==> config.mk <==
export PLATFORM = sky130hd
export DESIGN_NAME = mul_share_arbiter_flat
export DESIGN_NICKNAME = d
export VERILOG_FILES = /design/src/rtl/mul_share_if.sv /design/src/rtl/mul_share_arbiter.sv /design/src/flat_wrapper.sv
export SDC_FILE = /design/constraint.sdc
export NUM_CORES = 1
export LEC_CHECK = 0
export CELL_PAD_IN_SITES_DETAIL_PLACEMENT = 1
export CELL_PAD_IN_SITES_GLOBAL_PLACEMENT = 2
export CORE_MARGIN = 2
export CORE_UTILIZATION = 39
export DETAILED_ROUTE_END_ITERATION = 8
export GPL_ROUTABILITY_DRIVEN = 0
export HOLD_SLACK_MARGIN = 0.05
export PLACE_DENSITY_LB_ADDON = 0.1
export SLEW_MARGIN = 25
export SYNTH_ARGS = -nofsm -noshare
export SYNTH_HDL_FRONTEND = slang
export SYNTH_SLANG_ARGS = --single-unit
==> constraint.sdc <==
create_clock -name clk -period 10.55 [get_ports clk]
set_clock_uncertainty 0.05 [all_clocks]
set_input_delay 2.11 -clock clk [delete_from_list [all_inputs] [get_ports clk]]
set_output_delay 2.11 -clock clk [all_outputs]
set_load 0.02 [all_outputs]
The metal 3 layer:
Scale: 1.5 px per µm.
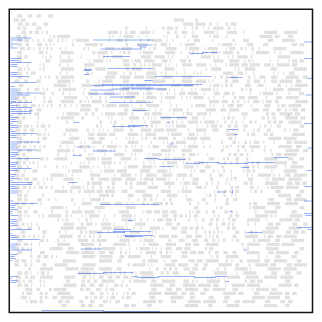
The longest straight run is 67.2 µm. The wires run mostly horizontal.
GR Util met3: 3.661%
vias after detailed routing: 11330
Total Wirelength: 40910 µm

M2 wires:
Scale: 1.5 px per µm.
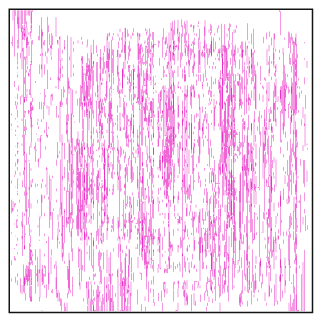
The layer carries 19900 µm of wire. The longest straight run is 81.9 µm. 1836 nets have wire on it. The layer holds 49% of the routed length. The wires run mostly vertical.
GR met2 Demand/Resource: 36.51%

==> flow_summary.yaml <==
# yosys + openroad results
outcome:
  status: "complete, no violations"
setup_path:
  cpPeakStageDelay_ps: 610
  crit_path_end_kind: "output port"
  critical-path-top-delay-family: "buffers and inverters"
  crit_path_start_kind: "input port"
  crit_cells: 8
  crit_type: "input port to output port"
  r2r_cells: 20
  cp_num_buf_inv: 3
routing:
  first_pass_iters: 7
  drtIter0Drc: 463
  drcViolationCount: 0
  wl_per_cell_um: 18.13
  ant_nets: 0
min_path:
  whs_path_depth: 0
clock_tree:
  ctsHoldBuffers: 0
  h-tree-depth: 4
  cts.sinks: 146
  clk_latency_ps: 450
floorplan:
  core_um2: 38560
  num_io_pins: 174
  dieWidth_um: 201.2
  fp_util_pct: 39.33
global_route:
  antenna_found_initial: 0
  grt_max_degree: 79
cells_and_area:
  comb_cells: 1136
  antenna_cells: 0
  largest_reg_flops: 64
  flops: 146
  drive_gt1_share_pct: 7.246
  largest_class: "logic gates"
  regArea_um2: 3654
synthesis:
  synthArstFlopShare_pct: 100.0
  synth_cell_types: 63
  edf_count: 0
  postSynthAreaPerCell_um2: 9.240
  ff_type: "dfrtp_1"
  common_cells: "244 x inv_1, 226 x nand2_1, 194 x fa_1"
  ys_seq_share_pct: 24.09
  ys_chip_area_um2: 15160
flow_run:
  warnings: 29
placement:
  port_buffers: 173
  hpwl_um: 31910
  place_ws_ps: 3637
sta:
  fmax_ghz: 0.1457
  finalClockPeriodUsage_pct: 65.06
  worst_pin_slew_ps: 904.9
  drv_slew: 0
  worst_slack_ps: 3686
-- layout by cell type, fill, tap and decap left out, types with 3 or more instances in the layout --
master           count
nor3_1               4
nand4_1              4
ha_1               106
nor2_1              97
fa_1               194
inv_6                4
and2_1             120
and3_1               3
buf_4               10
a22oi_1             31
a31oi_1              6
a211oi_1             6
clkdlybuf4s50_1    173
dfrtp_1            146
inv_1              243
o211ai_1             4
a21oi_1            102
xor2_1              13
mux2_2              65
a21o_1               7
nand3_1              7
clkinv_2             4
a211o_1              3
or3_1                3
o21a_1               5
clkbuf_16           17
nand2_1            226
o21ai_0             64
xnor2_1             12
o21bai_1             4
-- logic make-up (layout without fill, tap and decap cells) --
logic type                 Yosys count  count (layout)  synth area share [%]
and+or+nand+nor                    485             485                 14.75
buffers and inverters              359             457                 9.894
adders and majority gates          302             302                 34.52
AOI/OAI and AO/OA                  257             257                 10.33
DFF                                146             146                 24.09
muxes                               67              67                 4.959
xor gates and xnor gates            25              25                 1.444
-- routing by layer --
layer / part of all wire [%] / vias to the layer above / routed length, µm
met5: 0 / - / 0
met4: 1.6 / 0 / 657
met3: 4.1 / 36 / 1685
met2: 49 / 219 / 19860
met1: 46 / 5719 / 18710
li1: - / 5353 / -
-- through the flow --
stage                     hold WS [ps]  cell area (µm²)  cells
after CTS                        344.9            17590   2257
after floorplan                  304.0            15160   1641
after global routing             360.2            17600   2257
final                            347.4            17600   2257
after global placement           331.0            17070   2227
after detailed placement         330.2            17070   2227
